Fig. 1: run 1, the metal 1 layer
Bar = 20 um. Supply wires on this layer in gray.
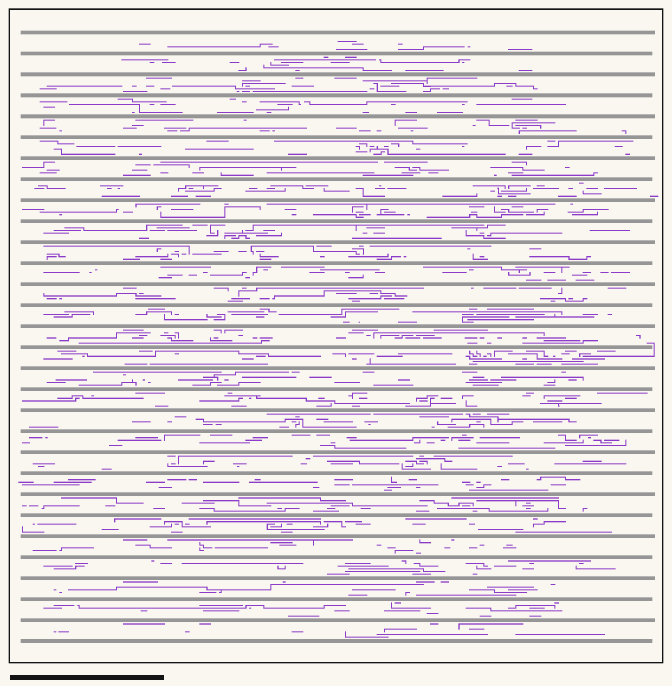
Fig. 2: run 1, metal 2
Cells faint in the background.
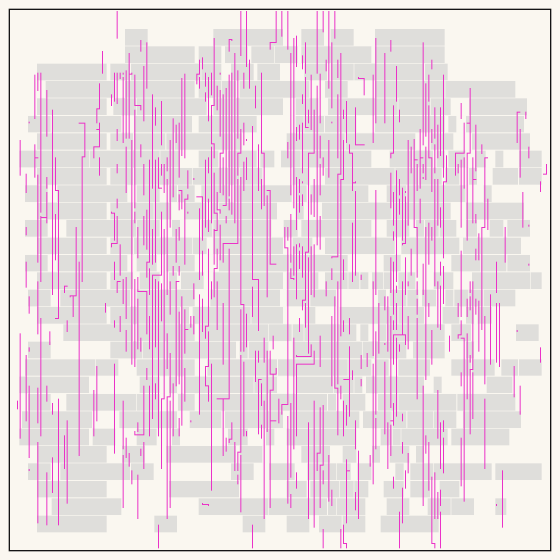
Fig. 3: run 1, metal 3
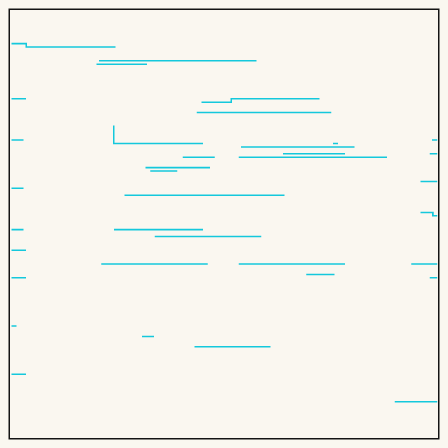
File: src/rtl/uart_pkg.sv
// Shared definitions for the UART sample byte interface: FSM states,
// default header value and byte-count helper.
package uart_pkg;

    localparam int unsigned BYTE_W       = 8;
    localparam logic [7:0]  DEF_HDR_BYTE = 8'hA5;

    typedef enum logic [2:0] {
        IDLE  = 3'd0,
        LOAD  = 3'd1,
        SEND  = 3'd2,
        GUARD = 3'd3,
        WAIT  = 3'd4
    } ser_state_t;

    // Number of whole bytes needed to carry a w-bit sample.
    function automatic int unsigned nbytes(input int unsigned w);
        return (w + BYTE_W - 1) / BYTE_W;
    endfunction

endpackage

File: src/rtl/sync_fifo.sv
// Single-clock show-ahead FIFO; dout always presents the head entry.
module sync_fifo #(
    parameter int unsigned WIDTH = 8,
    parameter int unsigned DEPTH = 4
) (
    input  logic                   clk,
    input  logic                   rst,
    input  logic                   push,
    input  logic                   pop,
    input  logic [WIDTH-1:0]       din,
    output logic [WIDTH-1:0]       dout,
    output logic                   full,
    output logic                   empty,
    output logic [$clog2(DEPTH):0] count
);

    localparam int unsigned AW = $clog2(DEPTH);
    localparam int unsigned CW = AW + 1;

    logic [WIDTH-1:0] r_mem [DEPTH];
    logic [AW-1:0]    r_wr_ptr;
    logic [AW-1:0]    r_rd_ptr;
    logic [CW-1:0]    r_count;
    logic             w_do_push;
    logic             w_do_pop;

    assign w_do_push = push && !full;
    assign w_do_pop  = pop && !empty;

    // Pointers wrap naturally because DEPTH is a power of two.
    always_ff @(posedge clk or negedge rst) begin
        if (!rst) begin
            r_wr_ptr <= '0;
            r_rd_ptr <= '0;
            r_count  <= '0;
        end else begin
            if (w_do_push) begin
                r_wr_ptr <= r_wr_ptr + AW'(1);
            end
            if (w_do_pop) begin
                r_rd_ptr <= r_rd_ptr + AW'(1);
            end
            case ({w_do_push, w_do_pop})
                2'b10:   r_count <= r_count + CW'(1);
                2'b01:   r_count <= r_count - CW'(1);
                default: r_count <= r_count;
            endcase
        end
    end

    always_ff @(posedge clk) begin
        if (w_do_push) begin
            r_mem[r_wr_ptr] <= din;
        end
    end

    assign dout  = r_mem[r_rd_ptr];
    assign full  = (r_count == CW'(DEPTH));
    assign empty = (r_count == '0);
    assign count = r_count;

endmodule

File: src/rtl/uart_sample_serializer.sv
// Queues FIR samples and sends each as an optional header byte followed by
// the padded sample bytes over the UART start/busy/data handshake.
module uart_sample_serializer
    import uart_pkg::*;
#(
    parameter int unsigned SAMPLE_W  = 16,
    parameter int unsigned DEPTH     = 4,
    parameter int unsigned MSB_FIRST = 0,
    parameter int unsigned SIGN_EXT  = 1,
    parameter int unsigned HDR_EN    = 1,
    parameter logic [7:0]  HDR_BYTE  = DEF_HDR_BYTE
) (
    input  logic                   clk,
    input  logic                   rst,
    input  logic [SAMPLE_W-1:0]    s_data,
    input  logic                   s_valid,
    output logic                   s_ready,
    output logic [7:0]             tx_data,
    output logic                   tx_start,
    input  logic                   tx_busy,
    output logic [$clog2(DEPTH):0] fifo_cnt,
    output logic                   idle
);

    localparam int unsigned NBYTES = nbytes(SAMPLE_W);
    localparam int unsigned PADW   = NBYTES * BYTE_W;
    localparam int unsigned IDX_W  = (NBYTES > 1) ? $clog2(NBYTES) : 1;

    ser_state_t          r_state;
    logic [PADW-1:0]     r_shift;
    logic [IDX_W-1:0]    r_idx;
    logic                r_hdr_pending;
    logic                r_tx_start;
    logic [7:0]          r_tx_data;

    logic [SAMPLE_W-1:0] w_dout;
    logic                w_full;
    logic                w_empty;
    logic                w_pop;
    logic [PADW-1:0]     w_pad;
    logic [IDX_W-1:0]    w_byte_sel;
    logic [7:0]          w_cur_byte;

    assign w_pop = (r_state == LOAD);

    sync_fifo #(
        .WIDTH (SAMPLE_W),
        .DEPTH (DEPTH)
    ) u_fifo (
        .clk   (clk),
        .rst   (rst),
        .push  (s_valid),
        .pop   (w_pop),
        .din   (s_data),
        .dout  (w_dout),
        .full  (w_full),
        .empty (w_empty),
        .count (fifo_cnt)
    );

    // Widen the head sample to whole bytes, filling the top byte per SIGN_EXT.
    assign w_pad = (SIGN_EXT != 0) ? PADW'($signed(w_dout)) : PADW'(w_dout);

    assign w_byte_sel = (MSB_FIRST != 0) ? (IDX_W'(NBYTES - 1) - r_idx) : r_idx;

    always_comb begin
        w_cur_byte = 8'h00;
        for (int unsigned b = 0; b < NBYTES; b++) begin
            if (w_byte_sel == IDX_W'(b)) begin
                w_cur_byte = r_shift[b*BYTE_W +: BYTE_W];
            end
        end
    end

    // Frame sequencer; GUARD masks the transmitter's one-cycle busy latency.
    always_ff @(posedge clk or negedge rst) begin
        if (!rst) begin
            r_state       <= IDLE;
            r_shift       <= '0;
            r_idx         <= '0;
            r_hdr_pending <= 1'b0;
            r_tx_start    <= 1'b0;
            r_tx_data     <= 8'h00;
        end else begin
            r_tx_start <= 1'b0;
            case (r_state)
                IDLE: begin
                    if (!w_empty) begin
                        r_state <= LOAD;
                    end
                end
                LOAD: begin
                    r_shift       <= w_pad;
                    r_idx         <= '0;
                    r_hdr_pending <= (HDR_EN != 0);
                    r_state       <= SEND;
                end
                SEND: begin
                    if (!tx_busy) begin
                        r_tx_start <= 1'b1;
                        r_tx_data  <= r_hdr_pending ? HDR_BYTE : w_cur_byte;
                        r_state    <= GUARD;
                    end
                end
                GUARD: begin
                    r_state <= WAIT;
                end
                WAIT: begin
                    if (!tx_busy) begin
                        if (r_hdr_pending) begin
                            r_hdr_pending <= 1'b0;
                            r_state       <= SEND;
                        end else if (r_idx < IDX_W'(NBYTES - 1)) begin
                            r_idx   <= r_idx + IDX_W'(1);
                            r_state <= SEND;
                        end else if (!w_empty) begin
                            r_state <= LOAD;
                        end else begin
                            r_state <= IDLE;
                        end
                    end
                end
                default: begin
                    r_state <= IDLE;
                end
            endcase
        end
    end

    assign tx_start = r_tx_start;
    assign tx_data  = r_tx_data;
    assign s_ready  = !w_full;
    assign idle     = (r_state == IDLE) && w_empty;

endmodule

File: config.mk
export PLATFORM = sky130hd
export DESIGN_NAME = uart_sample_serializer
export DESIGN_NICKNAME = d
export VERILOG_FILES = /design/src/rtl/uart_pkg.sv /design/src/rtl/sync_fifo.sv /design/src/rtl/uart_sample_serializer.sv
export SDC_FILE = /design/constraint.sdc
export NUM_CORES = 1
export LEC_CHECK = 0
export ABC_CLOCK_PERIOD_IN_PS = 2700
export CAP_MARGIN = 20
export CORE_UTILIZATION = 60
export CTS_BUF_LIST = sky130_fd_sc_hd__clkbuf_4 sky130_fd_sc_hd__clkbuf_8
export CTS_CLUSTER_DIAMETER = 40
export DETAILED_ROUTE_END_ITERATION = 10
export GPL_TIMING_DRIVEN = 0
export PLACE_DENSITY = 0.82
export SLEW_MARGIN = 20
export SYNTH_ARGS = -nofsm -noshare
export SYNTH_HDL_FRONTEND = slang
export SYNTH_SLANG_ARGS = --single-unit
File: constraint.sdc
create_clock -name clk -period 2.7 [get_ports clk]
set_input_delay 0.54 -clock clk [delete_from_list [all_inputs] [get_ports clk]]
set_output_delay 0.54 -clock clk [all_outputs]
set_load 0.02 [all_outputs]
==> results_slide.txt, run 1 <==
Synthesis and Place & Route Summary

Run status
  – Outcome: complete, but fails checks
  – Failing checks: DRC

CTS
  – CTS root buf: clkbuf_8
  – TritonCTS Buffers: 9
  – Hold buffer count at cts: 0
  – Reg clk slew, reported paths: approximately 0.11 ns
  – H-tree depth: 3
  – Late-Pin Clk Latency: approximately 0.37 ns
  – # clock sinks: ~100
  – Longest Clk Path Bufs: 2
  – CTS tree: built

Yosys
  – Sequential share of the synthesized area: 0.6973
  – Post-synthesis mux area share: 0.09344
  – Post-synth ARST share: 0.3663
  – Yosys top cell by area: edfxtp_1
  – Net count after synthesis: about 290
  – Cell count after synthesis: 264
  – Synth area leaders: edfxtp_1, dfrtp_1, mux2i_1
  – Aoi share: 0.07292
  – Synth flops: just over 100
  – # Cells Yosys: between 200 and 300
  – Post-Synth Adder-Cell Area: 0.02022
  – Avg Cell Area, Syn: about 15 um2
  – Largest logic family: multiplexers
  – XOR Share, Synth: 0.01287
  – Count of library flops with an enable pin: between 60 and 70
  – Post-synth top area share: 0.4706
  – Yosys chip area: between 4000 and 5000 um2
  – Simple Share, Synth: 0.06955
  – Top cells by count: edfxtp_1, dfrtp_1, mux2i_1
  – Top-count cell post-synth: edfxtp_1
  – Yosys warnings: 0
  – Synth Cell Area: a little over 4000 um2
  – Distinct lib cells: 42
  – Ys flop type: edfxtp_1

Final layout
  – Layout net count: between 300 and 400
  – Ant diodes: 0
  – Final Non-Filler Cells: 391
  – Utilization after layout: 0.7346
  – Top cells excl fill/tap: edfxtp_1, mux2i_1, dfrtp_1
  – Commonest Layout Cell: edfxtp_1
  – Fin area: roughly 4700 um2
  – Syn-to-layout area delta: 16.18%
  – Layout cell share with drive strength beyond 1: 0.1401

Placement
  – Setup slack at placement: 0.3529 ns
  – DP Area: approximately 4500 um2
  – Post-DP HPWL: 4653 um
  – Port Buffers: 33
  – Dpl cells: 375
  – GP Congestion: 0.7773

Final timing
  – Setup TNS Final: 0 ns
  – Worst-margin pin slew: a little over 0.9 ns
  – Fin. Hold Viols: 0
  – Fin crit period: around 2.6 ns
  – Final critical-path share of the clock period: 0.9452
  – Clock skew: between 0.015 and 0.02 ns
  – Final Max Tran Viols: 0
  – Fin worst setup slack: approximately 0.15 ns
  – Setup violations, final: 0
  – Fmax: just under 400 MHz
  – WHS: roughly 0.063 ns
  – Slew margin rel.: 0.3930
  – RSZ-0062 raised after global routing: no

Floorplan
  – Die Span Y: between 80 and 90 um
  – # rows: 29
  – IO Count: 34
  – Die width: ~85 um
  – Area of the core: 6459 um2
  – Pre-Place Util: 0.6323
  – Die area: ~7100 um2

Run
  – Tool warnings: 29
  – Max cap viols: 0

Global routing
  – Total GRT Usage: 0.2235
  – Peak-usage layer in the global routing report: met2
  – Largest net degree at the start of global routing: 26
  – Vias in the first global route: roughly 2300
  – Met1 usage: 0.2878
  – Total gr overflow: 0
  – Global-route wire length before repair: approximately 12000 um
  – Initial antenna violation count: 0

Power
  – Clock power share: 0.186
  – Sequential share of power: 0.452
  – Switching part of the total: 0.3479
  – Pwr Density: 1107 nW/um2
  – Combinational fraction of design power: 0.363
  – VDD IR max: 586.9 uV
  – Tot Pwr: 5.251 mW
  – Leak Pwr: 1.885 nW
  – P_sw: 1.827 mW
  – P_int: ~3.4 mW

Drt
  – WL met2: ~3600 um
  – Max layer used: met4
  – Metal1 wirelength: 3025 um
  – Met3 wire len: roughly 390 um
  – Wire per inst: about 18 um
  – Drt pass-1 iters: 7
  – DRC: 1
  – 1st-iter DRT viols: around 190
  – Final ANT Viol Nets: 0
  – Vias per inst: just under 6

Worst setup path
  – Worst setup path start: u_fifo.count[0]$_DFFE_PN0P_
  – CP endpoint kind: output pin
  – Crit path kind: reg2out
  – Worst Path Max Fanout: 5
  – Reg-to-Reg Start: r_state[2]$_DFFE_PN0P_
  – Worst endpoint required time: 2.16 ns
  – Critical path startpoint category: flip-flop
  – CP arrival: 2.01 ns

Min path
  – HP Class: in2async
-- Fig. 1 (at the start) --
wire length on this layer: 3030 um
nets with wire on the layer: 304
main direction: horizontal
share of all routed wire: 42%
longest straight run: 37.3 um

-- Fig. 2 (at the start) --
nets with wire on the layer: 283
wire length on this layer: 3640 um
longest straight run: 35.0 um
share of all routed wire: 51%
met2 usage: 0.3747
WL final: 7135 um
via count: 2275

-- Fig. 3 (at the start) --
longest straight run: 31.3 um
nets with wire on the layer: 27
main direction: horizontal
share of all routed wire: 5.5%
global-route track usage on met3: 0.05408

run 1: final cells by class:
| cell class | count | area, um2 |
|---|---|---|
| tap | 77 | 96.34 |
| multi-input combinational | 138 | 1104 |
| clock inverter | 6 | 82.58 |
| timing repair buffer | 34 | 345.3 |
| inverter | 8 | 30.03 |
| clock buffer | 10 | 131.4 |
| sequential | 101 | 2848 |
| buffer | 17 | 107.6 |
| fill | 458 | 1714 |
run 1: final timing paths:
| path | slack (ns) | to | cells after the start |
|---|---|---|---|
| setup / recovery | 0.15 | idle | 3 |
| hold / removal | 0.06 | r_shift[11]$_DFFE_PN0P_ | 1 |
| setup reg to reg | 0.33 | u_fifo.count[2]$_DFFE_PN0P_ | 10 |
| hold reg to reg | 0.49 | tx_data[7]$_DFFE_PN0P_ | 2 |
| max in group asynchronous | 2.18 | r_shift[14]$_DFFE_PN0P_ | 2 |
| min in group clk | 0.49 | tx_data[7]$_DFFE_PN0P_ | 2 |
run 1: timing repair:
item                                    CTS  global route
endpoints found under the setup margin    1             0
resized                                   1             0
setup buffers                             0             0
run 1: state kept, by name, summed over array words and instances (netlist names):
signal and count:
tx_start 1, r_idx 1, tx_data 8, u_fifo.count 3
u_fifo.r_wr_ptr 2, r_state 3, u_fifo.r_mem 64, r_hdr_pending 1
r_shift 16, u_fifo.r_rd_ptr 2
run 1: critical path, stage by stage (launching register included):
cell             delay, ns
dfrtp_1               0.45
nor3_2                0.39
and3b_1               0.22
clkdlybuf4s50_1       0.60
run 1: power by group through the flow:
stage                     clock network [mW]  logic (mW)  registers, mW
after global placement                     0        1.85           2.38
after global routing                    1.07        2.08           2.42
after CTS                              0.997        1.93           2.37
after floorplan                            0        1.24           2.44
after detailed placement                   0        1.91           2.40
final                                  0.976        1.90           2.37
==> inputs of run 2 (changes only) <==
SKIP_CTS_REPAIR_TIMING = 1   (was not set)
Fig. 4: run 2, track usage over the die
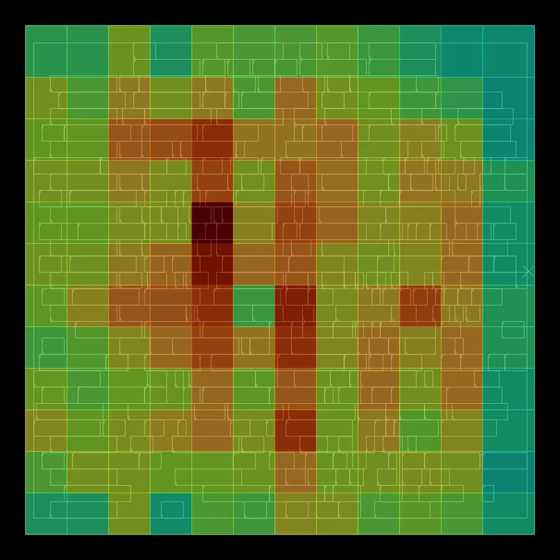
utilization after layout: 0.7346
met1 usage: 0.2878
met2 usage: 0.3762

Fig. 5: run 2, metal 3
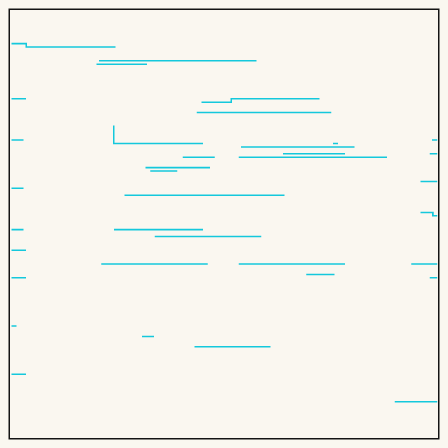
main direction: horizontal
wire length on this layer: 392 um

==> results_slide.txt, run 2 <==
Synthesis and Place & Route Summary

Drt
  – 1st-iter DRT viols: between 150 and 200
  – DRC: 1
  – Final ANT Viol Nets: 0
  – Vias per inst: between 5 and 6
  – Via count: about 2300
  – Drt pass-1 iters: 7

Worst setup path
  – Worst Path Max Fanout: 5
  – CP arrival: around 2.0 ns
  – Worst Path Buf+Inv: 1
  – Cell family with most CP delay: simple AND/OR/NAND/NOR gates
  – Crit path kind: reg2out
  – Crit-path cells: nor3_2 > and3b_1 > clkdlybuf4s50_1
  – CP max-delay cell: clkdlybuf4s50_1
  – CP endpoint kind: output pin
  – Max incr delay on CP: 0.60 ns
  – Critical path startpoint category: flip-flop

Final layout
  – Layout net count: 335
  – Syn-to-layout area delta: 16.18%
  – Number of flip-flops under the largest register name: 64
  – Top cells excl fill/tap: edfxtp_1, mux2i_1, dfrtp_1
  – Biggest register: u_fifo.r_mem
  – Ant diodes: 0
  – Fin area: 4745 um2
  – Final Non-Filler Cells: ~390
  – Commonest Layout Cell: edfxtp_1

Yosys
  – Synth Cell Area: 4084 um2
  – # Cells Yosys: about 260
  – Count of library flops with an enable pin: 64
  – Synth area leaders: edfxtp_1, dfrtp_1, mux2i_1
  – Post-synth ARST share: 0.3663
  – Sequential share of the synthesized area: 0.6973
  – Ys flop type: edfxtp_1
  – Top-count cell post-synth: edfxtp_1
  – Yosys top cell by area: edfxtp_1
  – Top cells by count: edfxtp_1, dfrtp_1, mux2i_1
  – Yosys warnings: 0
  – Avg Cell Area, Syn: between 15 and 20 um2
  – Synth flops: slightly above 100
  – Net count after synthesis: 290
  – Post-synth top area share: 0.4706
  – Yosys chip area: 4084 um2
  – Distinct lib cells: 42

Floorplan
  – IO Count: 34
  – Die width: 84.50 um
  – Die area: about 7100 um2
  – Pre-Place Util: 0.6323
  – Area of the core: 6459 um2
  – Die Span Y: 84.50 um
  – # rows: 29

Global routing
  – Total GRT Usage: 0.2239
  – Vias in the first global route: 2322
  – Total gr overflow: 0

CTS
  – TritonCTS Buffers: 9
  – Late-Pin Clk Latency: around 0.37 ns
  – CTS root buf: clkbuf_8
  – CTS tree: built
  – # clock sinks: between 100 and 150
  – H-tree depth: 3
  – Longest Clk Path Bufs: 2

Final timing
  – Slew margin rel.: 0.3930
  – RSZ-0062 raised after global routing: no
  – Clock skew: ~0.018 ns
  – Final Max Tran Viols: 0
  – Setup violations, final: 0
  – WHS: between 0.06 and 0.07 ns
  – Fin worst setup slack: around 0.15 ns
  – Setup TNS Final: 0 ns
  – Final critical-path share of the clock period: 0.9452
  – Worst-margin pin slew: 0.9106 ns
  – Fin crit period: between 2 and 3 ns

Placement
  – Setup slack at placement: 0.3529 ns
  – Dpl cells: roughly 380
  – Port Buffers: 33

Run
  – Max cap viols: 0
  – Tool warnings: 29

Run status
  – Outcome: complete, but fails checks
  – Failing checks: DRC

Power
  – Leak Pwr: 1.885 nW
  – Tot Pwr: roughly 5.3 mW
  – Pwr Density: around 1100 nW/um2
  – VDD IR max: roughly 590 uV

Min path
  – HP Class: in2async
-- run 2: routing by layer --
| metal | share of wire | global-route usage | wire length (um) |
|---|---|---|---|
| met1 | 0.42 | 0.2878 | 3025 |
| met2 | 0.51 | 0.3762 | 3642 |
| met3 | 0.055 | 0.05408 | 391 |
| met4 | 0.011 | 0.08012 | 76 |
| met5 | 0 | 0 | 0 |
-- run 2: path summary, 6_finish.rpt --
check / endpoint / start / slack [ns] / depth (start not counted)
setup / recovery: idle / u_fifo.count[0]$_DFFE_PN0P_ / 0.15 / 3
hold / removal: r_shift[11]$_DFFE_PN0P_ / rst / 0.06 / 1
setup reg to reg: u_fifo.count[2]$_DFFE_PN0P_ / r_state[2]$_DFFE_PN0P_ / 0.33 / 10
hold reg to reg: tx_data[7]$_DFFE_PN0P_ / tx_data[7]$_DFFE_PN0P_ / 0.49 / 2
max in group asynchronous: r_shift[14]$_DFFE_PN0P_ / rst / 2.18 / 2
min in group clk: tx_data[7]$_DFFE_PN0P_ / tx_data[7]$_DFFE_PN0P_ / 0.49 / 2
-- run 2: cell type report --
type	instances	area (um2)
Tap cell	77	96.34
Clock buffer	10	131.4
Sequential cell	101	2848
Clock inverter	6	82.58
Inverter	8	30.03
Buffer	17	107.6
Fill cell	458	1714
Timing Repair Buffer	34	345.3
Multi-Input combinational cell	138	1104
-- run 2: kinds of logic after synthesis --
logic type / after synthesis / synth area share
buffers and inverters: 25 / 0.03370
flip-flops: 101 / 0.6973
adder cells (fa/ha/maj): 6 / 0.02022
multiplexers: 38 / 0.09344
XOR/XNOR: 6 / 0.01287
AND/OR/NAND/NOR: 52 / 0.06955
AND-OR/OR-AND: 36 / 0.07292
-- run 2: where the power goes --
group          switching, mW  internal, mW  total, mW
clock network          0.518         0.458      0.976
registers              0.231          2.14       2.37
logic                   1.08         0.826       1.90
==> inputs of run 3 (changes only) <==
PLACE_DENSITY = not set   (was 0.82)
PLACE_DENSITY_LB_ADDON = 0.08   (was not set)
Fig. 6: run 3, the metal 1 layer
Bar = 20 um. Supply wires on this layer in gray.
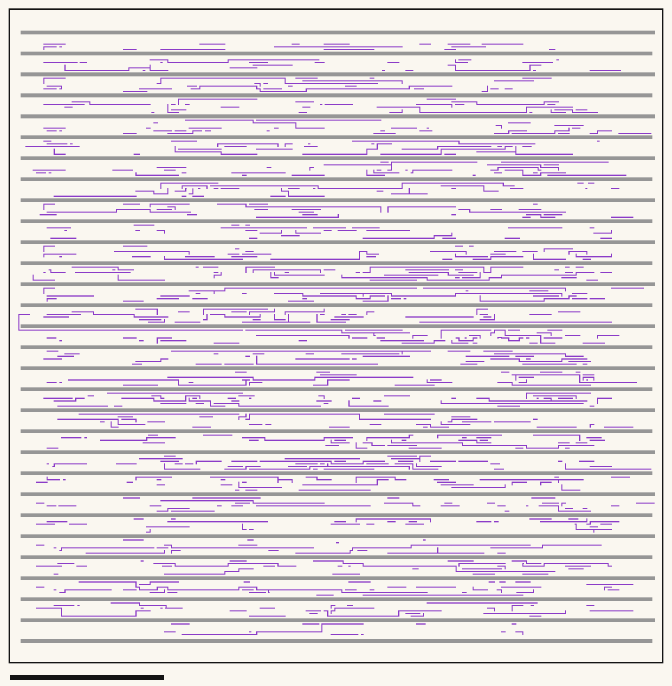
main direction: horizontal
longest straight run: 33.6 um
wire length on this layer: 3320 um

Fig. 7: run 3, metal 3
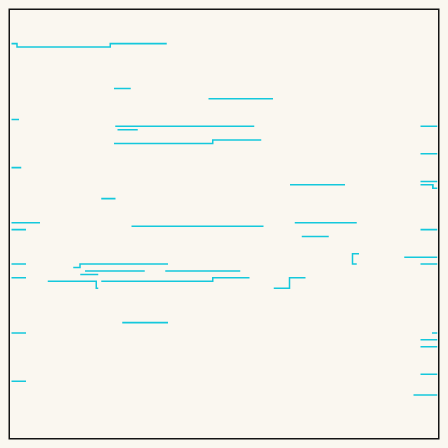
share of all routed wire: 4.5%
wire length on this layer: 332 um
main direction: horizontal
longest straight run: 27.1 um
nets with wire on the layer: 36

==> results_slide.txt, run 3 <==
Synthesis and Place & Route Summary

Run status
  – Outcome: complete, but fails checks
  – Failing checks: DRC

Yosys
  – Distinct lib cells: ~42
  – Avg Cell Area, Syn: ~15 um2
  – Post-synth ARST share: 0.3663
  – Net count after synthesis: between 200 and 300
  – Synth area leaders: edfxtp_1, dfrtp_1, mux2i_1
  – Synth flops: about 100
  – Count of library flops with an enable pin: about 64
  – Yosys warnings: 0
  – Yosys chip area: 4084 um2
  – Post-synth top area share: 0.4706
  – Simple Share, Synth: 0.06955
  – Sequential share of the synthesized area: 0.6973
  – Aoi share: 0.07292
  – Top-count cell post-synth: edfxtp_1

Final layout
  – # fillers: 455
  – Comb area: 1104 um2
  – Clk cell area share: 0.03665
  – Fin area: about 4700 um2
  – Biggest register: u_fifo.r_mem
  – Commonest Layout Cell: edfxtp_1
  – Layout cell share with drive strength beyond 1: 0.1369
  – Buffering overhead: 0.09774
  – Seq/total area: 0.6045
  – Inverters: 8
  – Layout net count: between 300 and 400
  – Dominant class by area: flip-flops and latches
  – Top cells excl fill/tap: edfxtp_1, mux2i_1, dfrtp_1
  – Syn-to-layout area delta: 15.35%

Power
  – P_seq: 2.37 mW
  – Switching part of the total: 0.3574
  – VDD IR max: 475.6 uV
  – Comb. pwr: between 1.5 and 2 mW
  – Combinational fraction of design power: 0.373
  – Clk pwr: 0.853 mW

Worst setup path
  – CP endpoint kind: output pin
  – Worst Path Buf+Inv: 1
  – Max incr delay on CP: 0.59 ns
  – Crit path kind: reg2out
  – Cell family with most CP delay: simple AND/OR/NAND/NOR gates
  – Critical path startpoint category: flip-flop
  – CP arrival: 1.99 ns

Final timing
  – Fin crit period: 2.530 ns
  – Slew margin rel.: 0.3661
  – RSZ-0062 raised after global routing: no
  – Clock skew: ~0.013 ns
  – Final critical-path share of the clock period: 0.9370
  – Worst-margin pin slew: 0.9508 ns
  – Fmax: between 300 and 400 MHz

Floorplan
  – Area of the core: about 6500 um2
  – Die Span Y: about 85 um
  – Pre-Place Util: 0.6323
  – Die width: 84.50 um
  – Die area: 7140 um2

CTS
  – TritonCTS Buffers: 9
  – CTS root buf: clkbuf_8
  – CTS tree: built
  – Longest Clk Path Bufs: 2

Placement
  – Port Buffers: 33
  – Setup slack at placement: around 0.34 ns
  – Post-DP HPWL: around 4700 um
  – DP Area: between 4000 and 5000 um2

Global routing
  – Total gr overflow: 0
  – Total GRT Usage: 0.2332
  – Largest net degree at the start of global routing: 23
  – Global-route track usage on met3: 0.05211

Drt
  – Metal1 wirelength: 3315 um
  – Via count: between 2000 and 2500
  – 1st-iter DRT viols: roughly 120
  – Wire per inst: between 15 and 20 um
  – Final ANT Viol Nets: 0
  – DRC: 1

Run
  – Max cap viols: 0
## run 3: worst register-to-register path, delay by kind of cell, from the launching register on
family	cells	cell delay, ns
buffers and inverters	3	0.40
XOR/XNOR	2	0.29
flip-flops	1	0.40
adder cells (fa/ha/maj)	2	0.56
AND/OR/NAND/NOR	3	0.64
## run 3: metrics by stage
| step | std cells | hold WS [ns] | setup TNS, ns | util |
|---|---|---|---|---|
| 6_report | 391 | 0.1005 | 0 | 0.7294 |
| 5_1_grt | 391 | 0.1142 | 0 | 0.7294 |
| 2_1_floorplan | 264 | 0.2444 | 0 | - |
| 3_5_place_dp | 375 | 0.4710 | 0 | 0.7019 |
| 3_3_place_gp | 374 | 0.4674 | 0 | 0.6984 |
| 4_1_cts | 391 | 0.09843 | -0.02195 | 0.7286 |
## run 3: logic make-up (layout without fill, tap and decap cells)
kind of cell / count (synthesis) / count (layout)
flops: 101 / 101
simple gates: 52 / 52
mux: 38 / 38
compound gates: 36 / 36
buf+inv: 25 / 75
fa+ha+maj: 6 / 6
xor+xnor: 6 / 6
## run 3: worst paths after layout
| kind | from | to | slack, ns | cells after the start |
|---|---|---|---|---|
| worst max-delay path | u_fifo.count[0]$_DFFE_PN0P_ | idle | 0.17 | 3 |
| worst min-delay path | rst | tx_start$_DFF_PN0_ | 0.10 | 1 |
| worst max register to register | r_state[2]$_DFFE_PN0P_ | u_fifo.count[2]$_DFFE_PN0P_ | 0.33 | 10 |
| worst min register to register | tx_data[2]$_DFFE_PN0P_ | tx_data[2]$_DFFE_PN0P_ | 0.49 | 2 |
| max in group asynchronous | rst | r_shift[2]$_DFFE_PN0P_ | 2.15 | 2 |
| min in group clk | tx_data[2]$_DFFE_PN0P_ | tx_data[2]$_DFFE_PN0P_ | 0.49 | 2 |

## Gallery

Placed cells, one color a class.
Plate I
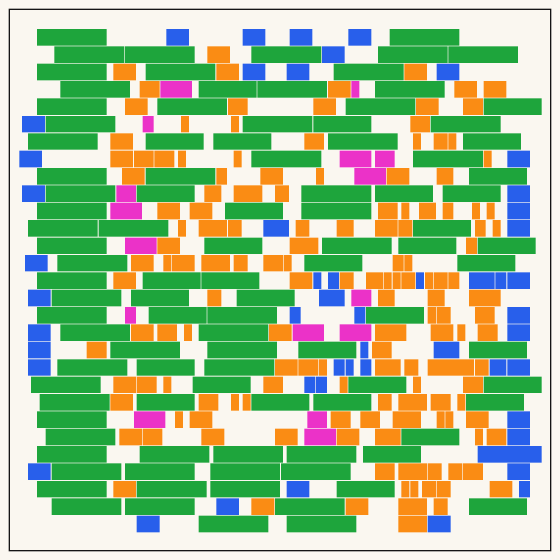
Plate II
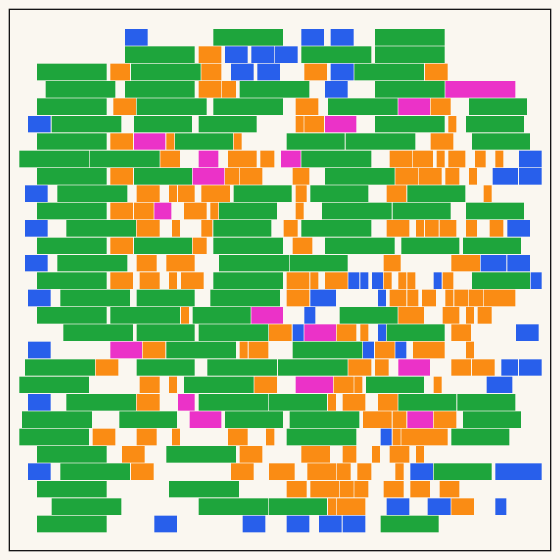
Run 3 is Plate I.
Run 1 is Plate II.

Key to Plate II:
[flops] green | cells: 101 | share of their area: 61%
[clock drivers and dummy loads] magenta | cells: 16 | share of their area: 4.6%
[combinational and other logic] orange | cells: 146 | share of their area: 24%
[other buffers and delay cells] blue | cells: 51 | share of their area: 9.7%

Power is estimated from default activity; no workload was simulated.
